[src/rtl/fetch_pkg.sv]
// Shared definitions for the LEGv8 instruction fetch stage: fetch FSM
// encodings, immediate-format select codes and the opcode fields the
// pre-decoder matches on.
package fetch_pkg;

  // Fetch sequencer states. S_DROP means a response is still owed by the
  // memory but belongs to a fetch that a redirect made stale.
  typedef enum logic [1:0] {
    S_REQ  = 2'd0,
    S_WAIT = 2'd1,
    S_DROP = 2'd2
  } fetch_state_e;

  // Immediate-format select driven into the sign-extend unit's opCode.
  localparam logic [1:0] EXT_D    = 2'b00;  // LDUR / STUR
  localparam logic [1:0] EXT_CB   = 2'b01;  // CBZ / CBNZ
  localparam logic [1:0] EXT_B    = 2'b10;  // B
  localparam logic [1:0] EXT_NONE = 2'b11;  // no immediate to extend

  // D-format opcodes occupy [31:21].
  localparam logic [10:0] OP_LDUR = 11'b11111000010;
  localparam logic [10:0] OP_STUR = 11'b11111000000;
  // CB-format opcodes occupy [31:24].
  localparam logic [7:0]  OP_CBZ  = 8'b10110100;
  localparam logic [7:0]  OP_CBNZ = 8'b10110101;
  // B-format opcode occupies [31:26].
  localparam logic [5:0]  OP_B    = 6'b000101;

endpackage

[src/rtl/instr_predecode.sv]
// Combinational immediate-format pre-decoder. Classifies a raw LEGv8 word
// into the select code used by the downstream sign-extend unit.
module instr_predecode
  import fetch_pkg::*;
(
  input  logic [31:0] instr,
  output logic [1:0]  ext_sel
);

  // Operand fields below bit 21 never influence the format class.
  logic unused_operand_bits;
  assign unused_operand_bits = ^instr[20:0];

  // Widest opcode first; the three opcode fields never overlap in value.
  always_comb begin
    ext_sel = EXT_NONE;
    if (instr[31:21] == OP_LDUR || instr[31:21] == OP_STUR) begin
      ext_sel = EXT_D;
    end else if (instr[31:24] == OP_CBZ || instr[31:24] == OP_CBNZ) begin
      ext_sel = EXT_CB;
    end else if (instr[31:26] == OP_B) begin
      ext_sel = EXT_B;
    end
  end

endmodule

[src/rtl/instr_fetch_stage.sv]
// LEGv8 instruction fetch stage: owns the PC, issues one outstanding
// request at a time to instruction memory, and holds the IF/ID register.
//
// Handshakes:
//   imem: a fetch is accepted on a cycle where imem_req & imem_gnt; the
//         response arrives later as a single imem_rvalid pulse with no
//         backpressure. imem_req is only raised while the IF/ID slot is
//         free or being consumed, so a response always has a place to land.
//   id:   id_valid & id_ready is a transfer; while id_valid & !id_ready
//         every id_* output is held and no new fetch is requested.
module instr_fetch_stage
  import fetch_pkg::*;
#(
  parameter logic [63:0] RESET_PC = 64'h0
) (
  input  logic        clk,
  input  logic        rst_n,
  output logic        imem_req,
  output logic [63:0] imem_addr,
  input  logic        imem_gnt,
  input  logic        imem_rvalid,
  input  logic [31:0] imem_rdata,
  input  logic        branch_taken,
  input  logic [63:0] branch_target,
  input  logic        id_ready,
  output logic        id_valid,
  output logic [63:0] id_pc,
  output logic [31:0] id_instr,
  output logic [1:0]  id_ext_sel,
  output logic [1:0]  dbg_state
);

  fetch_state_e state;
  logic [63:0]  pc;
  logic [63:0]  fetch_pc;
  logic [1:0]   pre_ext;
  logic         fetch_go;
  logic         load;

  instr_predecode u_predecode (
    .instr   (imem_rdata),
    .ext_sel (pre_ext)
  );

  // Request only while the IF/ID slot will be free by the next edge.
  assign imem_req  = rst_n & (state == S_REQ) & (~id_valid | id_ready);
  assign imem_addr = pc;
  assign fetch_go  = imem_req & imem_gnt;
  // A response is only kept when it answers a live fetch and no redirect
  // lands in the same cycle.
  assign load      = (state == S_WAIT) & imem_rvalid & ~branch_taken;
  assign dbg_state = state;

  // Fetch sequencer, PC and IF/ID register; a redirect overrides all else.
  always_ff @(posedge clk or negedge rst_n) begin
    if (!rst_n) begin
      state      <= S_REQ;
      pc         <= RESET_PC;
      fetch_pc   <= 64'h0;
      id_valid   <= 1'b0;
      id_pc      <= 64'h0;
      id_instr   <= 32'h0;
      id_ext_sel <= EXT_NONE;
    end else if (branch_taken) begin
      pc       <= branch_target & ~64'h3;
      id_valid <= 1'b0;
      case (state)
        S_REQ:   if (fetch_go) state <= S_DROP;
        S_WAIT:  state <= imem_rvalid ? S_REQ : S_DROP;
        S_DROP:  if (imem_rvalid) state <= S_REQ;
        default: state <= S_REQ;
      endcase
    end else begin
      case (state)
        S_REQ: begin
          if (fetch_go) begin
            fetch_pc <= pc;
            pc       <= pc + 64'd4;
            state    <= S_WAIT;
          end
        end
        S_WAIT:  if (imem_rvalid) state <= S_REQ;
        S_DROP:  if (imem_rvalid) state <= S_REQ;
        default: state <= S_REQ;
      endcase
      if (load) begin
        id_valid   <= 1'b1;
        id_pc      <= fetch_pc;
        id_instr   <= imem_rdata;
        id_ext_sel <= pre_ext;
      end else if (id_valid && id_ready) begin
        id_valid <= 1'b0;
      end
    end
  end

endmodule

[config.mk]
export PLATFORM = sky130hd
export DESIGN_NAME = instr_fetch_stage
export DESIGN_NICKNAME = d
export VERILOG_FILES = /design/src/rtl/fetch_pkg.sv /design/src/rtl/instr_predecode.sv /design/src/rtl/instr_fetch_stage.sv
export SDC_FILE = /design/constraint.sdc
export NUM_CORES = 1
export LEC_CHECK = 0
export CAP_MARGIN = 15
export CORE_UTILIZATION = 35
export CTS_BUF_LIST = sky130_fd_sc_hd__clkbuf_16
export DETAILED_ROUTE_END_ITERATION = 12
export HOLD_SLACK_MARGIN = 0.1
export PLACE_DENSITY = 0.68
export SLEW_MARGIN = 20
export SYNTH_ARGS = -nofsm -noshare
export SYNTH_HDL_FRONTEND = slang
export SYNTH_SLANG_ARGS = --single-unit
[constraint.sdc]
create_clock -name clk -period 3.94 [get_ports clk]
set_input_delay 0.788 -clock clk [delete_from_list [all_inputs] [get_ports clk]]
set_output_delay 0.788 -clock clk [all_outputs]
set_load 0.02 [all_outputs]
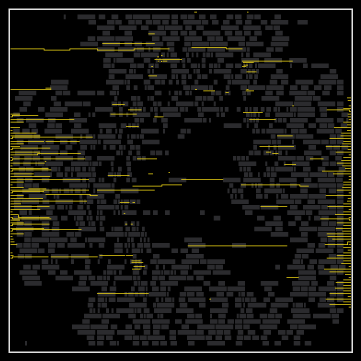
*The metal 3 layer*
Drawn at 2 px/µm.
164 nets have wire on it. The layer holds 6.6% of the routed length.
M3 GR Usage: 4.30%
routed via count: 7607
Routed Wire Length: 27200 µm

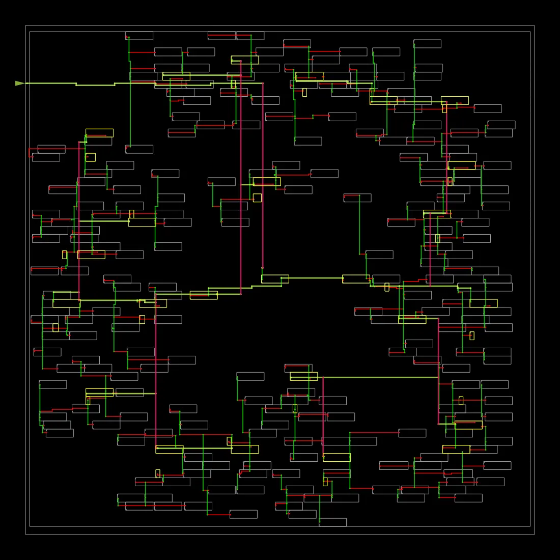
*Clock routing*
tally of clock buffers in the finished layout: 25
clk_lat worst skew: 0.52 ns
flop count: 223

==> ds_physical_params.txt <==
Summary of implementation characteristics

Parameter                              Value

Status
  Status .................. finished clean

Synthesis
  Most frequent cell after synthesis .................. sky130_fd_sc_hd__dfrtp_1
  Post-Synthesis Mean Instance Area .................. 11.8 µm²
  Post-synthesis share of cell area spent on and-or and or-and gates .................. 6.09%
  Synthesis Warnings .................. 0
  Yosys cell count .................. 842
  Biggest combinational cell group after synthesis .................. multiplexers

Global route
  Wire length of the first global-routing pass .................. 42500 µm
  Via count of the first global-routing pass .................. 7537
  Global-route usage over all layers .................. 18.8%

Critical path
  Number of cells on the critical path .................. 5

STA
  Final worst path period share .................. 76.6%
  Worst relative slew slack .................. 37.3%
  Crit path time final .................. 3.02 ns

Cells and area
  Leading cell category by total area .................. flip-flops and latches
  Most used logic cell in the final layout .................. sky130_fd_sc_hd__clkdlybuf4s50_1
  Net count of the finished layout .................. 1210
  Register area .................. 0.00558 mm²
  Number of inverters outside the clock class in the layout .................. 11

Power and ir drop
  Sequential Power Share .................. 40.9%
  Leak .................. 5.56 nW
  Areal power density over the cells .................. 661 mW/mm²

Clock tree
  Clock transition at the registers of the reported paths .................. 0.06 ns

Run
  Number of logged tool warnings .................. 31

Drt
  Highest metal layer used by the detailed router .................. met4
  Met1 WL .................. 12100 µm
  DR DRC count .................. 0

Floorplan
  Vertical die dimension .................. 171 µm
Power and IR drop assume default switching activity.
